### src/rtl/silife_grid_port.sv
// Serial load/readback port for one segment of a SiLife cell grid.
// Decodes a bit-serial protocol into row selects and one-hot cell set/clear strobes.
module silife_grid_port #(
    parameter int  WIDTH         = 32,
    parameter int  HEIGHT        = 32,
    parameter int  SEG_BITS      = 15,
    parameter int  ROW_ADDR_BITS = 16,
    localparam int ROW_BITS      = $clog2(HEIGHT)
) (
    input  logic                clk,
    input  logic                reset,
    input  logic                i_load_cs,
    input  logic                i_load_clk,
    input  logic                i_load_data,
    output logic                o_load_data,
    input  logic [WIDTH-1:0]    i_row_cells,
    output logic                o_selected,
    output logic [ROW_BITS-1:0] o_row_select,
    output logic [WIDTH-1:0]    o_set_cells,
    output logic [WIDTH-1:0]    o_clear_cells
);

    localparam int COL_BITS = $clog2(WIDTH);
    localparam int MAX_BITS = (SEG_BITS > ROW_ADDR_BITS) ? SEG_BITS : ROW_ADDR_BITS;
    localparam int CNT_BITS = $clog2(MAX_BITS + 1);

    typedef enum logic [2:0] {
        S_IDLE,
        S_OPCODE,
        S_CONFIG,
        S_SEG_ADDR,
        S_ROW_ADDR,
        S_WRITE_DATA,
        S_READ_DATA,
        S_IGNORE
    } state_t;

    state_t              r_state;
    state_t              w_next_state;
    logic                r_load_clk_q;
    logic                r_armed;
    logic                r_op_hi;
    logic                r_is_read;
    logic [SEG_BITS-1:0] r_local_addr;
    logic [SEG_BITS-1:0] r_seg;
    logic [ROW_BITS-1:0] r_row_addr;
    logic [CNT_BITS-1:0] r_bit_cnt;
    logic [COL_BITS-1:0] r_cell_idx;
    logic [ROW_BITS-1:0] r_row_select;
    logic [WIDTH-1:0]    r_set_cells;
    logic [WIDTH-1:0]    r_clear_cells;

    logic                w_edge;
    logic                w_match;
    logic                w_seg_last;
    logic                w_row_last;
    logic                w_row_wrap;
    logic [WIDTH-1:0]    w_cell_onehot;
    logic [SEG_BITS-1:0] w_seg_next;
    logic [ROW_BITS-1:0] w_row_next;

    assign w_edge        = i_load_clk & ~r_load_clk_q;
    assign w_match       = (r_seg == r_local_addr);
    assign w_seg_last    = (r_bit_cnt == CNT_BITS'(SEG_BITS - 1));
    assign w_row_last    = (r_bit_cnt == CNT_BITS'(ROW_ADDR_BITS - 1));
    assign w_row_wrap    = (r_cell_idx == COL_BITS'(WIDTH - 1));
    assign w_cell_onehot = WIDTH'(1) << r_cell_idx;

    // NOTE: every variable assigned in always_comb gets a default first, so no latch is inferred.
    always_comb begin
        w_seg_next = r_seg;
        for (int b = 0; b < SEG_BITS; b++) begin
            if (r_bit_cnt == CNT_BITS'(b)) w_seg_next[b] = i_load_data;
        end
    end

    // Row address bits at or above ROW_BITS are shifted past and dropped.
    always_comb begin
        w_row_next = r_row_addr;
        for (int b = 0; b < ROW_BITS; b++) begin
            if (r_bit_cnt == CNT_BITS'(b)) w_row_next[b] = i_load_data;
        end
    end

    // NOTE: sequential state uses non-blocking assignments only, so every flop samples pre-edge values.
    always_ff @(posedge clk) begin
        if (reset) r_state <= S_IDLE;
        else       r_state <= w_next_state;
    end

    always_comb begin
        w_next_state = r_state;
        if (i_load_cs) begin
            w_next_state = S_IDLE;
        end else if (w_edge) begin
            case (r_state)
                S_IDLE:     if (r_armed) w_next_state = S_OPCODE;
                S_OPCODE: begin
                    case ({r_op_hi, i_load_data})
                        2'b00, 2'b01: w_next_state = S_SEG_ADDR;
                        2'b10:        w_next_state = S_CONFIG;
                        default:      w_next_state = S_IGNORE;
                    endcase
                end
                S_CONFIG:   if (!i_load_data) w_next_state = S_IGNORE;
                S_SEG_ADDR: if (w_seg_last) w_next_state = S_ROW_ADDR;
                S_ROW_ADDR: if (w_row_last) w_next_state = r_is_read ? S_READ_DATA : S_WRITE_DATA;
                default:    w_next_state = r_state;
            endcase
        end
    end

    always_comb begin
        o_selected  = 1'b0;
        o_load_data = 1'b1;
        case (r_state)
            S_WRITE_DATA: o_selected = w_match;
            S_READ_DATA: begin
                o_selected = w_match;
                if (w_match) o_load_data = i_row_cells[r_cell_idx];
            end
            default: ;
        endcase
    end

    // A transfer may only start after chip select has been seen high since reset.
    always_ff @(posedge clk) begin
        if (reset) begin
            r_load_clk_q  <= 1'b0;
            r_armed       <= 1'b0;
            r_op_hi       <= 1'b0;
            r_is_read     <= 1'b0;
            r_local_addr  <= '0;
            r_seg         <= '0;
            r_row_addr    <= '0;
            r_bit_cnt     <= '0;
            r_cell_idx    <= '0;
            r_row_select  <= '0;
            r_set_cells   <= '0;
            r_clear_cells <= '0;
        end else begin
            r_load_clk_q  <= i_load_clk;
            r_set_cells   <= '0;
            r_clear_cells <= '0;
            if (i_load_cs) begin
                r_armed   <= 1'b1;
                r_bit_cnt <= '0;
            end else if (w_edge) begin
                case (r_state)
                    S_IDLE: if (r_armed) r_op_hi <= i_load_data;
                    S_OPCODE: begin
                        r_is_read <= i_load_data;
                        r_bit_cnt <= '0;
                        if (r_op_hi && !i_load_data) r_local_addr <= '0;
                    end
                    S_CONFIG: if (i_load_data) r_local_addr <= r_local_addr + 1'b1;
                    S_SEG_ADDR: begin
                        r_seg     <= w_seg_next;
                        r_bit_cnt <= w_seg_last ? '0 : r_bit_cnt + 1'b1;
                    end
                    S_ROW_ADDR: begin
                        r_row_addr <= w_row_next;
                        if (w_row_last) begin
                            r_bit_cnt    <= '0;
                            r_cell_idx   <= '0;
                            r_row_select <= w_row_next;
                        end else begin
                            r_bit_cnt <= r_bit_cnt + 1'b1;
                        end
                    end
                    S_WRITE_DATA, S_READ_DATA: begin
                        if ((r_state == S_WRITE_DATA) && w_match) begin
                            if (i_load_data) r_set_cells   <= w_cell_onehot;
                            else             r_clear_cells <= w_cell_onehot;
                        end
                        if (w_row_wrap) begin
                            r_cell_idx   <= '0;
                            r_row_select <= r_row_select + 1'b1;
                        end else begin
                            r_cell_idx <= r_cell_idx + 1'b1;
                        end
                    end
                    default: ;
                endcase
            end
        end
    end

    assign o_row_select  = r_row_select;
    assign o_set_cells   = r_set_cells;
    assign o_clear_cells = r_clear_cells;

endmodule

### config.mk
export PLATFORM = sky130hd
export DESIGN_NAME = silife_grid_port
export DESIGN_NICKNAME = d
export VERILOG_FILES = /design/src/rtl/silife_grid_port.sv
export SDC_FILE = /design/constraint.sdc
export NUM_CORES = 1
export LEC_CHECK = 0
export CAP_MARGIN = 5
export CORE_MARGIN = 2
export CORE_UTILIZATION = 52
export CTS_CLUSTER_DIAMETER = 80
export CTS_CLUSTER_SIZE = 10
export DETAILED_ROUTE_END_ITERATION = 6
export PLACE_DENSITY_LB_ADDON = 0.12
export SYNTH_ARGS = -nofsm -noshare
export SYNTH_HDL_FRONTEND = slang
export SYNTH_SLANG_ARGS = --single-unit
### constraint.sdc
create_clock -name clk -period 4.1 [get_ports clk]
set_input_delay 0.82 -clock clk [delete_from_list [all_inputs] [get_ports clk]]
set_output_delay 0.82 -clock clk [all_outputs]
set_load 0.005 [all_outputs]
Run 1, clock network drawn from the DEF:
The bar under the picture is 20 um long.
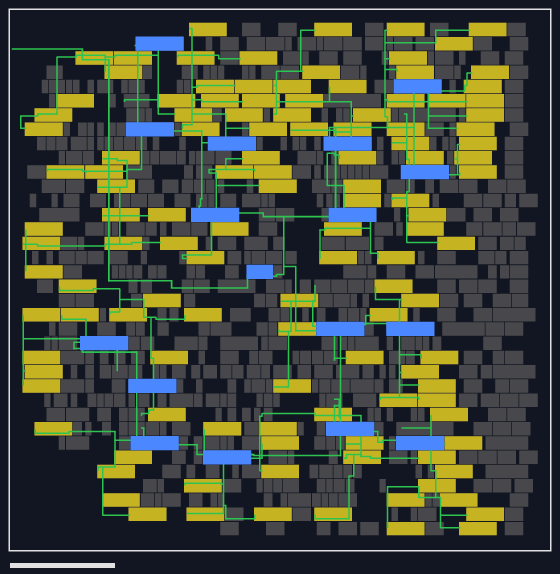
- yellow: flip-flops (count 121)
- green: clock wires (length 1,400 um)
- blue: cells driving clock nets (count 17)
- flops lie: spread over the die
- routed clock nets: 18
clk_skew: 0.00818 ns
clk pwr: 1.51 mW
clk_lat worst skew: 0.52 ns
clock share of power: 0.547

Run 1, wires at chosen ports, followed through buffers:
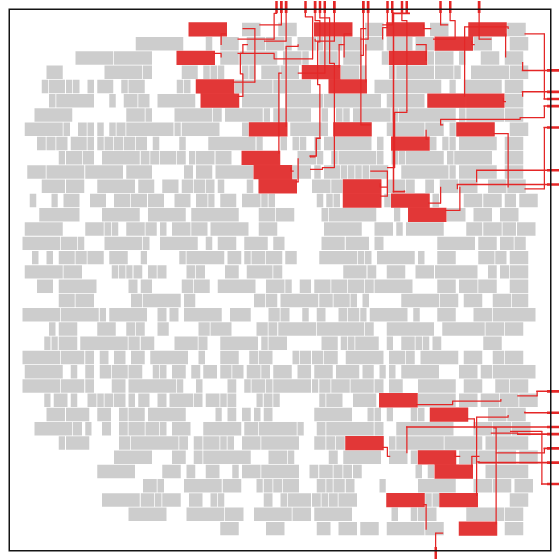
- red: o_clear_cells (direction output; edge 17 north, 14 east, 1 south; end cells 32; buffers 32; wire 739 um)
IO Port Bufs: 107
io pins: 108

==> impl_metrics.py, run 1 <==
# Physical implementation metrics
metrics = {
    "final_layout": {
        "clockBufferCount": 18,
        "fin_area_um2": 6850,
        "clock_tree_area_fraction": 0.0890,
        "inv_count": 13,
        "layout-drive-gt1-share": 0.0769,
        "syn_to_final_growth_pct": 34.4,
        "sh_seq_area": 0.354,
        "largest_cell_class": "multi-input combinational cells",
    },
    "routing": {
        "drc": 0,
        "routed.top_layer": "met4",
        "met1_length_um": 5210,
        "vias_per_cell": 5.31,
    },
    "power_and_ir_drop": {
        "seq-power_mw": 1.18,
        "p_switching_uw": 591,
        "p_int_mw": 2.18,
        "total_power_mw": 2.77,
    },
    "global_routing": {
        "grt.total_usage": 0.239,
        "grt_pass1_vias": 4109,
        "met1_usage": 0.270,
        "overflow": 0,
    },
    "clocking": {
        "cts_tree": "done",
        "postCtsSetupBuffers": 0,
        "clockBufferDepth": 2,
    },
    "place": {
        "gp_congestion": 0.876,
        "postPlaceCellArea_um2": 6240,
        "hpwlAfterDp_um": 9090,
    },
    "setup_path": {
        "cpMaxStageDelayCell": "dfxtp_1",
        "r2r_start": "r_cell_idx[1]$_SDFFE_PP0P_",
        "crit_buf_inv": 1,
        "end_kind": "output pin",
        "path_class": "flop to output pin",
        "start_kind": "flop",
        "crit_start": "r_cell_idx[1]$_SDFFE_PP0P_",
        "r2r_slack_ns": 1.54,
    },
    "yosys": {
        "synth_seq_share": 0.475,
        "largest_area_cell": "dfxtp_1",
        "ys_sh_aoi": 0.0911,
        "ff_type": "dfxtp_1",
        "avgSynthCellArea_um2": 9.08,
        "muxShareOfSynthArea": 0.0717,
        "synth-edff-count": 0,
    },
    "flow_run": {
        "maxCapViolCount": 0,
        "warning_count": 34,
    },
    "sta": {
        "max_freq_ghz": 0.263,
        "finalSetupViolCount": 0,
        "slew_headroom": 0.456,
        "layout_min_cycle_time_ns": 3.80,
    },
    "min_path": {
        "hold_depth": 2,
    },
    "floorplan": {
        "die_x_um": 103,
    },
    "run_status": {
        "status": "completed",
    },
}
Run 1, logic cells by family:
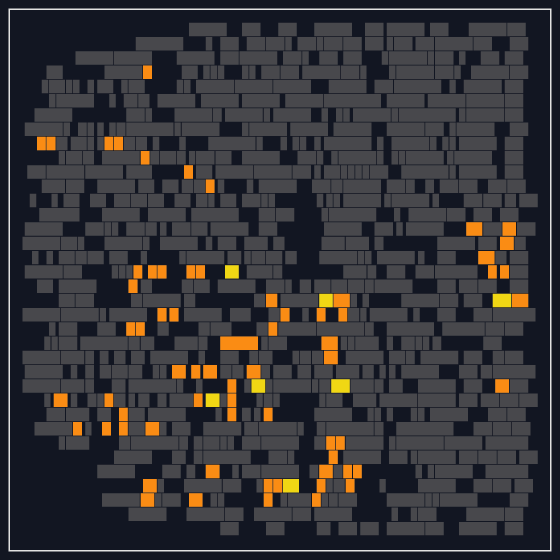
- yellow: AND-OR and OR-AND gates (cells 7)
- orange: inverting AOI/OAI gates (cells 67; most used o21ai_0)
fraction of area in multi-input gates: 0.366
dominant logic cell type in the layout: nor2_1

==> inputs of run 2 (changes only) <==
--- a/config.mk
+++ b/config.mk
@@ -7,7 +7,7 @@
 export LEC_CHECK = 0
 export CAP_MARGIN = 5
 export CORE_MARGIN = 2
-export CORE_UTILIZATION = 52
+export CORE_UTILIZATION = 50
 export CTS_CLUSTER_DIAMETER = 80
 export CTS_CLUSTER_SIZE = 10
 export DETAILED_ROUTE_END_ITERATION = 6
@@ -15,3 +15,4 @@
 export SYNTH_ARGS = -nofsm -noshare
 export SYNTH_HDL_FRONTEND = slang
 export SYNTH_SLANG_ARGS = --single-unit
+export TNS_END_PERCENT = 5
==> impl_metrics.py, run 2 <==
# Physical implementation metrics
metrics = {
    "sta": {
        "finalSetupViolCount": 0,
        "layout_min_cycle_time_ns": 3.80,
        "max_freq_ghz": 0.263,
        "slew_headroom": 0.465,
    },
    "setup_path": {
        "path_class": "flop to output pin",
        "r2r_slack_ns": 1.51,
        "cpMaxStageDelayCell": "dfxtp_1",
        "crit_buf_inv": 1,
        "r2r_start": "r_cell_idx[1]$_SDFFE_PP0P_",
    },
    "floorplan": {
        "die_x_um": 105,
    },
    "global_routing": {
        "grt.total_usage": 0.235,
        "met1_usage": 0.280,
        "grt_pass1_vias": 4220,
    },
    "yosys": {
        "largest_area_cell": "dfxtp_1",
        "muxShareOfSynthArea": 0.0717,
    },
    "place": {
        "io_buffers": 107,
        "gp_congestion": 0.859,
        "hpwlAfterDp_um": 9150,
    },
    "run_status": {
        "status": "completed",
    },
    "power_and_ir_drop": {
        "p_int_mw": 2.08,
        "p_switching_uw": 571,
        "clkPwrFrac": 0.528,
    },
    "clocking": {
        "cts_tree": "done",
        "clock_latency_ns": 0.52,
    },
    "final_layout": {
        "sh_comb_area": 0.369,
        "syn_to_final_growth_pct": 33.4,
        "sh_seq_area": 0.356,
        "mostFrequentLayoutCell": "nor2_1",
        "fin_area_um2": 6800,
    },
    "min_path": {
        "hold_depth": 2,
    },
    "routing": {
        "vias_per_cell": 5.31,
        "met1_length_um": 5350,
        "drc": 0,
        "routed.top_layer": "met4",
    },
    "flow_run": {
        "warning_count": 34,
    },
}
Run 2, wires at chosen ports, followed through buffers:
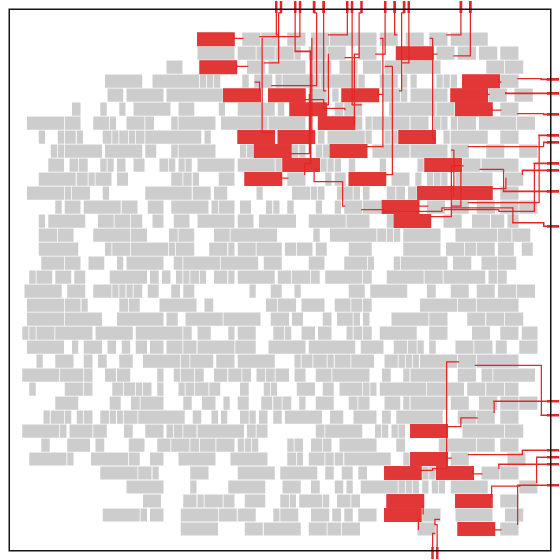
- red: o_clear_cells (direction output; edge 15 north, 15 east, 2 south; end cells 32; buffers 32; wire 749 um)

Run 2, clock routing:
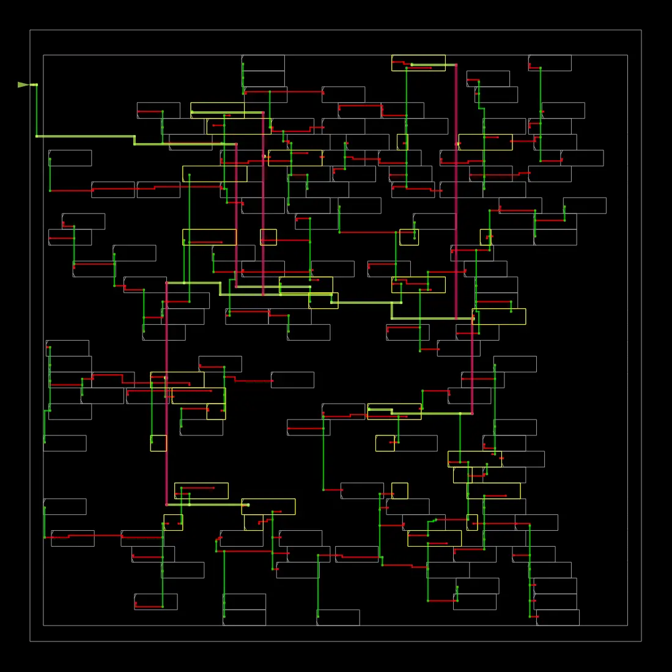
clk_skew: 0.00708 ns
Flops: 121
CTS Buf Count: 17
clk pwr: 1.40 mW
CLK BUF: 17

Power and IR drop assume default switching activity.
